--- config.mk ---
export PLATFORM = sky130hd
export DESIGN_NAME = fdiv_poly_flat
export DESIGN_NICKNAME = d
export VERILOG_FILES = /design/src/rtl/fdiv_poly_if.sv /design/src/rtl/fdiv_poly.sv /design/src/flat_wrapper.sv
export SDC_FILE = /design/constraint.sdc
export NUM_CORES = 1
export LEC_CHECK = 0
export CAP_MARGIN = 20
export CORE_UTILIZATION = 65
export CTS_CLUSTER_DIAMETER = 150
export CTS_CLUSTER_SIZE = 14
export DETAILED_ROUTE_END_ITERATION = 8
export PLACE_DENSITY = 0.86
export SLEW_MARGIN = 20
export SYNTH_ARGS = -nofsm -noshare
export SYNTH_HDL_FRONTEND = slang
export SYNTH_SLANG_ARGS = --single-unit
export TNS_END_PERCENT = 100
--- constraint.sdc ---
create_clock -name fin -period 6.4 [get_ports fin]
set_input_delay 1.28 -clock fin [delete_from_list [all_inputs] [get_ports fin]]
set_output_delay 1.28 -clock fin [all_outputs]
set_load 0.02 [all_outputs]
--- src/rtl/fdiv_poly_if.sv ---
// fdiv_poly_if: bus bundle for the fdiv_poly multi-channel tone divider.
//   divn     : NCH*W divisor bus, channel i uses divn[i*W +: W]
//   div_load : per-channel strobe capturing that channel's divisor slice
//   mute     : per-channel output mute (counter keeps running)
//   fout     : per-channel registered square-wave output
//   tick     : per-channel one-cycle pulse at each period wrap
//   nactive  : number of fout bits currently high
// master drives the controls; slave is the divider itself.
interface fdiv_poly_if #(
    parameter int NCH = 4,
    parameter int W   = 32
);
    localparam int NW = $clog2(NCH + 1);

    logic [NCH*W-1:0] divn;
    logic [NCH-1:0]   div_load;
    logic [NCH-1:0]   mute;
    logic [NCH-1:0]   fout;
    logic [NCH-1:0]   tick;
    logic [NW-1:0]    nactive;

    modport master (
        output divn, div_load, mute,
        input  fout, tick, nactive
    );

    modport slave (
        input  divn, div_load, mute,
        output fout, tick, nactive
    );
endinterface

--- src/rtl/fdiv_poly.sv ---
// fdiv_poly: NCH independent programmable clock dividers (tone generators).
//   fin   : sole clock, all state changes on the rising edge
//   reset : synchronous, active-high
//   bus   : fdiv_poly_if.slave (divn, div_load, mute -> fout, tick, nactive)
// A channel with active divisor act >= 2 counts cnt = 1..act and produces a
// square wave of period act (low floor(act/2) cycles, then high). A newly
// loaded divisor waits in pend and is only adopted at a period boundary, or
// immediately when the channel is idle (act < 2).
module fdiv_poly #(
    parameter int NCH = 4,
    parameter int W   = 32
) (
    input logic       fin,
    input logic       reset,
    fdiv_poly_if.slave bus
);
    localparam int NW = $clog2(NCH + 1);

    logic [W-1:0]   cnt  [NCH];
    logic [W-1:0]   act  [NCH];
    logic [W-1:0]   pend [NCH];
    logic [NCH-1:0] pv;
    logic [NCH-1:0] fout_q;
    logic [NCH-1:0] tick_q;

    logic [NCH-1:0] running;
    logic [NCH-1:0] wrap;
    logic [NCH-1:0] apply;

    always_comb begin
        running = '0;
        wrap    = '0;
        apply   = '0;
        for (int unsigned i = 0; i < NCH; i++) begin
            running[i] = (act[i] >= W'(2));
            wrap[i]    = running[i] && (cnt[i] >= act[i]);
            // pending divisor is adopted at a boundary or straight away when idle
            apply[i]   = pv[i] && (wrap[i] || !running[i]);
        end
    end

    always_ff @(posedge fin) begin
        if (reset) begin
            for (int unsigned i = 0; i < NCH; i++) begin
                cnt[i]  <= W'(1);
                act[i]  <= '0;
                pend[i] <= '0;
            end
            pv     <= '0;
            fout_q <= '0;
            tick_q <= '0;
        end else begin
            for (int unsigned i = 0; i < NCH; i++) begin
                if (!running[i] || wrap[i]) begin
                    cnt[i] <= W'(1);
                end else begin
                    cnt[i] <= cnt[i] + W'(1);
                end

                if (apply[i]) begin
                    act[i] <= pend[i];
                    pv[i]  <= 1'b0;
                end

                // a load coincident with a boundary lands in pend for the next one
                if (bus.div_load[i]) begin
                    pend[i] <= bus.divn[i*W +: W];
                    pv[i]   <= 1'b1;
                end

                fout_q[i] <= running[i] && (cnt[i] > (act[i] >> 1)) && !bus.mute[i];
                tick_q[i] <= wrap[i];
            end
        end
    end

    always_comb begin
        bus.nactive = '0;
        for (int unsigned i = 0; i < NCH; i++) begin
            bus.nactive = bus.nactive + NW'(fout_q[i]);
        end
    end

    assign bus.fout = fout_q;
    assign bus.tick = tick_q;
endmodule

--- src/flat_wrapper.sv ---
// flat-port wrapper written by rule: the top's interface ports become plain ports
module fdiv_poly_flat 
#(
    parameter int NCH = 4,
    parameter int W   = 32
)
  (fin, reset, bus_divn, bus_div_load, bus_mute, bus_fout, bus_tick, bus_nactive);
  fdiv_poly_if #(.NCH(NCH), .W(W)) bus_i ();
  input logic fin;
  input logic reset;
  input wire logic [$bits(bus_i.divn)-1:0] bus_divn;
  input wire logic [$bits(bus_i.div_load)-1:0] bus_div_load;
  input wire logic [$bits(bus_i.mute)-1:0] bus_mute;
  output wire logic [$bits(bus_i.fout)-1:0] bus_fout;
  output wire logic [$bits(bus_i.tick)-1:0] bus_tick;
  output wire logic [$bits(bus_i.nactive)-1:0] bus_nactive;
  assign bus_i.divn = bus_divn;
  assign bus_i.div_load = bus_div_load;
  assign bus_i.mute = bus_mute;
  assign bus_fout = bus_i.fout;
  assign bus_tick = bus_i.tick;
  assign bus_nactive = bus_i.nactive;
  fdiv_poly #(.NCH(NCH), .W(W)) u_core (.fin(fin), .reset(reset), .bus(bus_i));
endmodule
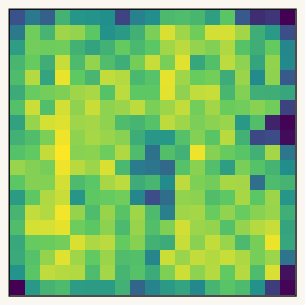
**Above:** cell area per tile.
Scale: 1.5 px per um. 19 x 19 tiles, from dark purple (low) to yellow (high), 0 to 100% covered.
mean over tiles: 71%
tiles over 75% full: 52%
fullest tile: 100%
densest ninth of the die: west
nearly empty tiles: 1.1%
fin util: 75.9%
CORE AREA: 34700 um2

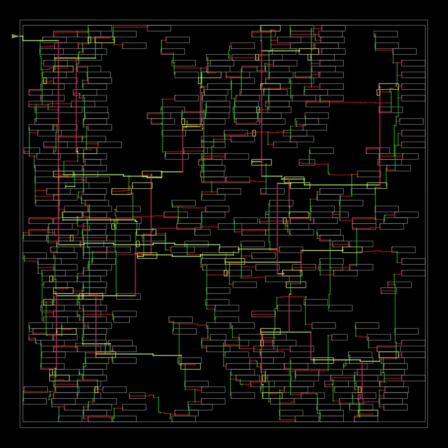
**Above:** clock nets.
Layout clock buffers: 58
CTS sink count: 396
seq_cells: 396

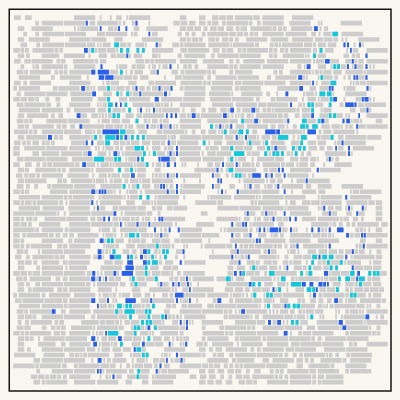
**Above:** selected gate families.
Scale: 2 px per um.
| family | colour | cells | most used |
|---|---|---|---|
| nor cells | blue | 278 | nor2_1 |
| aoi and oai cells | cyan | 178 | a21oi_1 |

==> flow_summary_export.csv <==
group,metric,value,unit
outcome,status,"finished, final reports clean",
logic_synthesis,post_synth_inst_count,2038,
drt,post-route-drc-count,0,
sta,fmax,259,MHz
sta,tns,0,ps
drt,drt_pre_antenna_iters,7,
pwr,pg_comb,1.17,mW
logic_synthesis,netlist_area,23000,um2
logic_synthesis,numSynthFlops,396,
drt,met1Wirelength,19.6,mm
logic_synthesis,avgSynthCellArea,11.3,um2
logic_synthesis,aoi_share,6.22,%
finish,design_area,26400,um2
pwr,pwr-share-clk,30.5,%
pwr,switching_power,1.77,mW
finish,nets,2704,
min_path,worst_hold_startpoint,"u_core.pv[1]$_SDFFE_PP0P_",
logic_synthesis,ys_chip_area,23000,um2
sta,slew_violations,0,
pwr,total_power,6.47,mW
placement,dp.cells,2726,
finish,stdcell_count,2785,
setup_path,critPathBufInv,1,
pwr,power_clock,1.97,mW
drt,vias,16000,
setup_path,cp_top_family,"adder cells",
grt,antenna_found_initial,0,
pwr,power_density,245,nW/um2
setup_path,crit_required,5120,ps
min_path,holdPathEnd,"u_core.pv[1]$_SDFFE_PP0P_",
floorplanning,chipArea,36200,um2
finish,multi_input_comb_cells,1568,
setup_path,cp-start-kind,"flip-flop",
logic_synthesis,top_logic_kind,"simple AND/OR/NAND/NOR gates",
finish,top_area_cell_class,"registers",
sta,rsz0062_at_grt,"no",
cts,root_buffer,"clkbuf_16",
min_path,min_path_cells,1,
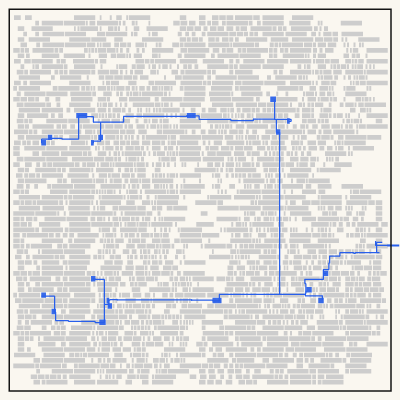
**Above:** wires at chosen ports, followed through buffers.
Scale: 2 px per um.
| port | colour | bits | direction | end cells | buffers | wire |
|---|---|---|---|---|---|---|
| `reset` | blue | 1 | input | 22 | 2 | 536 um |
I/O Buffers: 148
I/O pins: 149

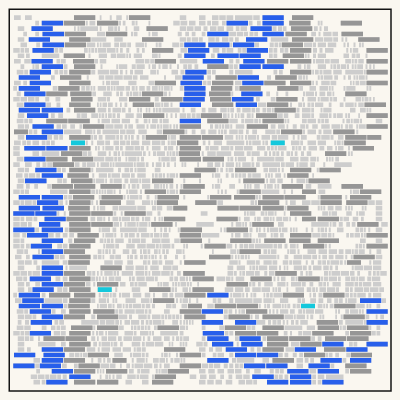
**Above:** sequential cells coloured by netlist name.
Scale: 2 px per um. Other sequential cells in the stronger grey, the rest of the logic in the fainter grey.
| netlist name | colour | sequential cells |
|---|---|---|
| `u_core.pend` | blue | 128 |
| `u_core.pv` | cyan | 4 |
fraction of area in registers: 44.6%
Seq power: 3.33 mW
FF/Latch Area: 11800 um2

Power figures rest on the tool's default switching activity, not on a simulated workload.
